`src/rtl/alu_disp_pkg.sv`:
```
// Shared types and helpers for the ALU function-class dispatcher.
// Holds the FSM state encoding and the per-unit latency lookup.
package alu_disp_pkg;

  localparam int unsigned LAT_VEC_MAX = 256;

  typedef enum logic [1:0] {
    ST_IDLE = 2'd0,
    ST_EXEC = 2'd1,
    ST_DONE = 2'd2
  } state_e;

  // Latency field lookup; a zero field or an out-of-range index both run for one cycle.
  function automatic logic [31:0] lat_of(
    input logic [LAT_VEC_MAX-1:0] lat_vec,
    input int unsigned            idx,
    input int unsigned            num_units,
    input int unsigned            lat_w
  );
    logic [LAT_VEC_MAX-1:0] shifted;
    logic [31:0]            mask;
    logic [31:0]            val;
    shifted = lat_vec >> (idx * lat_w);
    mask    = (32'd1 << lat_w) - 32'd1;
    val     = shifted[31:0] & mask;
    if ((idx >= num_units) || (val == 32'd0)) begin
      val = 32'd1;
    end
    return val;
  endfunction

endpackage

```
`src/rtl/alu_onehot_dec.sv`:
```
// Binary to one-hot decoder for the ALU unit enables.
// Codes at or above NUM_UNITS decode to all zeros.
module alu_onehot_dec #(
  parameter int unsigned SEL_W     = 2,
  parameter int unsigned NUM_UNITS = 4
) (
  input  logic [SEL_W-1:0]     i_sel,
  output logic [NUM_UNITS-1:0] o_onehot
);

  always_comb begin
    o_onehot = '0;
    for (int i = 0; i < NUM_UNITS; i++) begin
      if (i_sel == SEL_W'(i)) begin
        o_onehot[i] = 1'b1;
      end
    end
  end

endmodule

```
`src/rtl/alu_unit_dispatcher.sv`:
```
// Registered dispatcher: decodes ALU_FUN into a one-hot unit enable, holds it
// for the unit's execution latency, then pulses OUT_VALID for one cycle.
module alu_unit_dispatcher
  import alu_disp_pkg::*;
#(
  parameter int unsigned                 SEL_W     = 2,
  parameter int unsigned                 NUM_UNITS = 4,
  parameter int unsigned                 LAT_W     = 4,
  parameter logic [NUM_UNITS*LAT_W-1:0]  UNIT_LAT  = {NUM_UNITS{LAT_W'(1)}}
) (
  input  logic                 CLK,
  input  logic                 RST,
  input  logic                 Enable,
  input  logic [SEL_W-1:0]     ALU_FUN,
  output logic [NUM_UNITS-1:0] Unit_Enable,
  output logic [SEL_W-1:0]     Unit_Sel,
  output logic                 Busy,
  output logic                 OUT_VALID,
  output logic                 Illegal
);

  state_e               r_state;
  state_e               w_state_nxt;
  logic [LAT_W-1:0]     r_cnt;
  logic [LAT_W-1:0]     w_cnt_nxt;
  logic [SEL_W-1:0]     r_sel;
  logic [SEL_W-1:0]     w_sel_nxt;
  logic [NUM_UNITS-1:0] r_uen;
  logic [NUM_UNITS-1:0] w_uen_nxt;
  logic                 r_busy;
  logic                 w_busy_nxt;
  logic                 r_valid;
  logic                 w_valid_nxt;
  logic                 r_illegal;
  logic                 w_illegal_nxt;
  logic                 r_ill_pend;
  logic                 w_ill_pend_nxt;

  logic [NUM_UNITS-1:0] w_onehot;
  logic                 w_req_illegal;
  logic [LAT_W-1:0]     w_req_lat;

  alu_onehot_dec #(
    .SEL_W     (SEL_W),
    .NUM_UNITS (NUM_UNITS)
  ) u_dec (
    .i_sel    (ALU_FUN),
    .o_onehot (w_onehot)
  );

  assign w_req_illegal = (32'(ALU_FUN) >= NUM_UNITS);
  assign w_req_lat     = LAT_W'(lat_of(LAT_VEC_MAX'(UNIT_LAT), 32'(ALU_FUN), NUM_UNITS, LAT_W));

  // Next-state and next-output logic; every output is the registered copy of these.
  always_comb begin
    w_state_nxt    = r_state;
    w_cnt_nxt      = r_cnt;
    w_sel_nxt      = r_sel;
    w_uen_nxt      = '0;
    w_busy_nxt     = 1'b0;
    w_valid_nxt    = 1'b0;
    w_illegal_nxt  = 1'b0;
    w_ill_pend_nxt = r_ill_pend;
    case (r_state)
      ST_IDLE, ST_DONE: begin
        if (Enable) begin
          w_state_nxt    = ST_EXEC;
          w_cnt_nxt      = w_req_lat;
          w_sel_nxt      = ALU_FUN;
          w_uen_nxt      = w_onehot;
          w_busy_nxt     = 1'b1;
          w_ill_pend_nxt = w_req_illegal;
        end else begin
          w_state_nxt = ST_IDLE;
        end
      end
      ST_EXEC: begin
        w_cnt_nxt = r_cnt - LAT_W'(1);
        if (r_cnt <= LAT_W'(1)) begin
          w_state_nxt   = ST_DONE;
          w_valid_nxt   = 1'b1;
          w_illegal_nxt = r_ill_pend;
        end else begin
          w_uen_nxt  = r_uen;
          w_busy_nxt = 1'b1;
        end
      end
      default: begin
        w_state_nxt = ST_IDLE;
        w_cnt_nxt   = '0;
      end
    endcase
  end

  always_ff @(posedge CLK or negedge RST) begin
    if (!RST) begin
      r_state    <= ST_IDLE;
      r_cnt      <= '0;
      r_sel      <= '0;
      r_uen      <= '0;
      r_busy     <= 1'b0;
      r_valid    <= 1'b0;
      r_illegal  <= 1'b0;
      r_ill_pend <= 1'b0;
    end else begin
      r_state    <= w_state_nxt;
      r_cnt      <= w_cnt_nxt;
      r_sel      <= w_sel_nxt;
      r_uen      <= w_uen_nxt;
      r_busy     <= w_busy_nxt;
      r_valid    <= w_valid_nxt;
      r_illegal  <= w_illegal_nxt;
      r_ill_pend <= w_ill_pend_nxt;
    end
  end

  assign Unit_Enable = r_uen;
  assign Unit_Sel    = r_sel;
  assign Busy        = r_busy;
  assign OUT_VALID   = r_valid;
  assign Illegal     = r_illegal;

endmodule

```
`config.mk`:
```
export PLATFORM = sky130hd
export DESIGN_NAME = alu_unit_dispatcher
export DESIGN_NICKNAME = d
export VERILOG_FILES = /design/src/rtl/alu_disp_pkg.sv /design/src/rtl/alu_onehot_dec.sv /design/src/rtl/alu_unit_dispatcher.sv
export SDC_FILE = /design/constraint.sdc
export NUM_CORES = 1
export LEC_CHECK = 0
export ABC_AREA = 1
export CAP_MARGIN = 20
export CORE_AREA = 2 2 43 45
export DETAILED_ROUTE_END_ITERATION = 8
export DIE_AREA = 0 0 45 47
export PLACE_DENSITY = 0.71
export SKIP_CTS_REPAIR_TIMING = 1
export SYNTH_ARGS = -nofsm -noshare
export SYNTH_HDL_FRONTEND = slang
export SYNTH_HIERARCHICAL = 1
export SYNTH_SLANG_ARGS = --single-unit
```
`constraint.sdc`:
```
create_clock -name CLK -period 1.1 [get_ports CLK]
set_input_delay 0.275 -clock CLK [delete_from_list [all_inputs] [get_ports CLK]]
set_output_delay 0.275 -clock CLK [all_outputs]
set_load 0.02 [all_outputs]
```
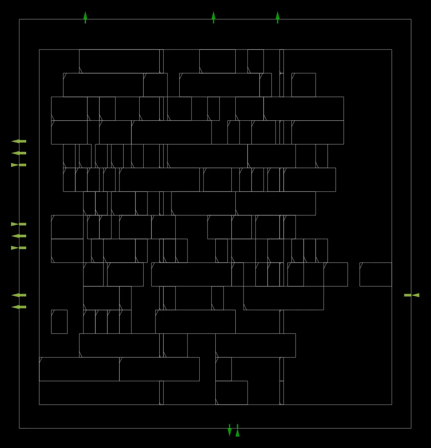
Run 1: cell placement
site row count: 15
Core Util, Final: 54.1%
Flop Count: 14

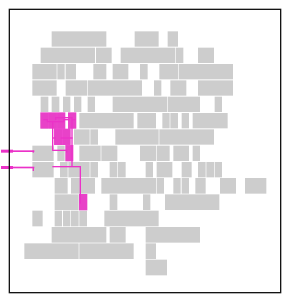
Run 1: I/O nets highlighted
Drawn at 6 px/micron.
ALU_FUN: in magenta, direction input, edge west, end cells 8, buffers 2, wire 44.7 microns.
Port Buffers: 12
IO Pins: 14

==> impl_metrics.ini, run 1 <==
; flow metrics
[logic_synthesis]
ys_area_sq_um = 643
ys_sh_simple_pct = 28.0
netlist_logic_family_top = simple AND/OR/NAND/NOR gates
top_cell_area_share_pct = 54.5
synthMuxAreaShare_pct = 0
yosys-top-cells-count = 25 x nand2_1, 14 x dfrtp_1, 8 x nor2_1
xor_area_share_pct = 1.36
yosysSeqAreaShare_pct = 54.5
aoi_share_pct = 5.25
async_flop_share_pct = 100
edf_count = 0

[finish]
most-common-layout-cells = 23 x nand2_1, 14 x dfrtp_1, 8 x nor2_1, 7 x buf_4
final-clk-cell-share_pct = 2.52
logic_gate_count = 49
layout-drive-gt1-share_pct = 38.3
n_antenna_cell = 0
dominant_cells = sequential cells
final_layout_top_logic_cell = nand2_1
seq_area_share_pct = 39.2
inv_count = 9
fillers = 166
mi_logic_area_sq_um = 302
final-nonclk-buf-share_pct = 18.3
fin_cells = 111
n_all_buffers = 19
seq_area_sq_um = 350
nClkBuffers = 3

[critical_path]
cp_slowest_cell = dfrtp_1
cp.required_ns = 1.31
startpoint_type = register
reg2reg_depth = 4
crit_buf_inv = 0
worstPathMaxFanout = 7
worstPathArrival_ns = 1.34
path_delay_family = flip-flops
end_kind = register
critPathCapture = Unit_Enable[1]
path_cells = ha_2 -> o21ai_4 -> nand3_2 -> nand2_2

[outcome]
violations = setup timing
status = finished with violations

[routing]
route.met2.wl_microns = 667
drc = 0
dr.pass1.iters = 3
drtAntennaViolNets = 0
wl_per_cell_microns = 11.1
vias_per_cell = 4.70

[floorplan]
nWellTaps = 17
die-area_sq_um = 2120
core_area_sq_um = 1650

[power]
total_power_uw = 2340
swShare_pct = 41.9
power.share.combinational_pct = 52.7
top_power_group = combinational logic
switchingPower_uw = 980
power_leakage_uw = 0.000473
ir_worst_vdd_mv = 1.23
p_seq_share_pct = 35.6
seq-power_uw = 833
power_clock_uw = 272

[clocking]
cts_sinks = 14
clkTransAtPathRegs_ns = 0.07
cts_max_level = 1
clock_path_buffers = 2
cts-buffers-inserted = 3
clk_latency_ns = 0.27

[grt]
antenna_found_initial = 0
use_met1_pct = 17.1

[final_timing]
finalHoldViolations = 0
min_period_over_period_pct = 102
period_needed_ns = 1.13
drv_slew = 0
setup_viol = 4
setup_ws_ns = -0.0264
rsz0062_at_grt = yes

[place]
placedInstanceArea_sq_um = 815

[job]
tool_warnings = 28
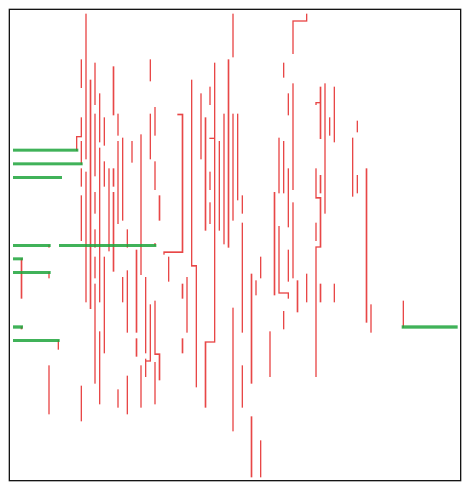
Run 1: signal wires by layer
Drawn at 10 px/micron. Two of the layers only.
met2: in red, wire length 667 microns. met3: in green, wire length 44.9 microns.
Tot GR Track Use: 13.2%
final WL: 1240 microns
detailed-route via count: 522

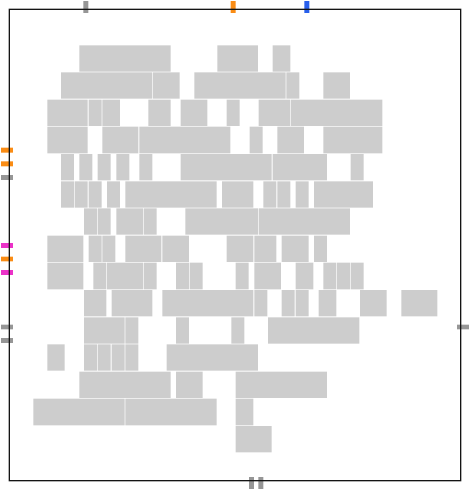
Run 1: pin map
Drawn at 10 px/micron. Pins as bars across the die edge, other pins in grey.
ALU_FUN: in magenta, pins 2, direction input, edge west. Unit_Enable: in orange, pins 4, direction output, edge 3 west, 1 north. OUT_VALID: in blue, pins 1, direction output, edge north.
All pins by edge: 8 west, 3 north, 2 south, 1 east.
Die Span Y: 47 microns
Die X: 45 microns

==> run 2, diff against run 1 <==
--- a/config.mk
+++ b/config.mk
@@ -10,6 +10,7 @@
 export CORE_AREA = 2 2 43 45
 export DETAILED_ROUTE_END_ITERATION = 8
 export DIE_AREA = 0 0 45 47
+export MAX_ROUTING_LAYER = met4
 export PLACE_DENSITY = 0.71
 export SKIP_CTS_REPAIR_TIMING = 1
 export SYNTH_ARGS = -nofsm -noshare
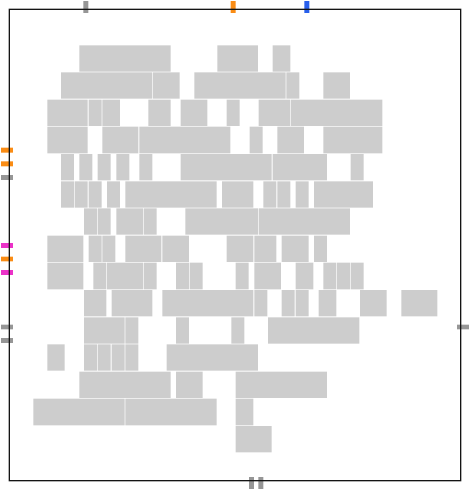
Run 2: pin map
Drawn at 10 px/micron. Pins as bars across the die edge, other pins in grey.
OUT_VALID: in blue, pins 1, direction output, edge north. Unit_Enable: in orange, pins 4, direction output, edge 3 west, 1 north. ALU_FUN: in magenta, pins 2, direction input, edge west.
All pins by edge: 8 west, 3 north, 2 south, 1 east.

==> run 2 against run 1 <==
Effect of this change:
- the run still ends with setup timing left
- sequential share of layout area is the same
- clock skew unchanged
- die area unchanged
- first-iteration DRC count stayed put
- critical path depth unchanged
- combinational power hardly changed
- critical path type unchanged
==> impl_metrics.ini, run 2 <==
; flow metrics
[finish]
n_all_buffers = 19
final_layout_top_logic_cell = nand2_1
inv_count = 9
most-common-layout-cells = 23 x nand2_1, 14 x dfrtp_1, 8 x nor2_1, 7 x buf_4
dominant_cells = sequential cells
final-nonclk-buf-share_pct = 18.3
final-clk-cell-share_pct = 2.52
mi_logic_area_sq_um = 302
n_antenna_cell = 0
nets = 103
ff_count = 14
nClkBuffers = 3
fillers = 166
post-route-util_pct = 54.1
seq_area_share_pct = 39.2
seq_area_sq_um = 350
logic_gate_count = 49

[outcome]
status = finished with violations
violations = setup timing

[grt]
grt_busiest_layer = met2
met2_usage_pct = 20.0
gr-usage-all-layers_pct = 13.7
use_met1_pct = 17.4
grt-ovfl-total = 0

[logic_synthesis]
synthMuxAreaShare_pct = 0
xor_area_share_pct = 1.36
async_flop_share_pct = 100
ys_sh_simple_pct = 28.0
yosysSeqAreaShare_pct = 54.5
top_cell_area_share_pct = 54.5
aoi_share_pct = 5.25
yosys-top-cells-count = 25 x nand2_1, 14 x dfrtp_1, 8 x nor2_1
edf_count = 0
ys_area_sq_um = 643

[critical_path]
startpoint_type = register
crit_buf_inv = 0
cp_slowest_cell = dfrtp_1
path_cells = ha_2 -> o21ai_4 -> nand3_2 -> nand2_2
worstPathMaxFanout = 7
worstPathArrival_ns = 1.34
end_kind = register
cp.required_ns = 1.31
critPathCapture = Unit_Enable[1]
reg2reg_depth = 4
path_delay_family = flip-flops

[final_timing]
min_period_over_period_pct = 102
setup_viol = 4
rsz0062_at_grt = yes
finalHoldViolations = 0
period_needed_ns = 1.13
setup_ws_ns = -0.0264

[routing]
drc = 0
vias_per_cell = 4.70
vias = 522
wl_per_cell_microns = 11.1
route.met2.wl_microns = 667
drtAntennaViolNets = 0
wl_microns = 1240

[clocking]
cts_sinks = 14
clock_path_buffers = 2
cts_max_level = 1
cts-buffers-inserted = 3
clk_latency_ns = 0.27

[place]
placedInstanceArea_sq_um = 815
port_buffers = 12

[floorplan]
initCoreUtil_pct = 38.9
nWellTaps = 17
io_pins = 14
die_h_microns = 47
die-area_sq_um = 2120
rows = 15
core_area_sq_um = 1650

[power]
power.share.combinational_pct = 52.7
top_power_group = combinational logic
switchingPower_uw = 980
ir_worst_vdd_mv = 1.23
total_power_uw = 2340
power_leakage_uw = 0.000473
swShare_pct = 41.9

[job]
tool_warnings = 28
Power and IR drop assume default switching activity.
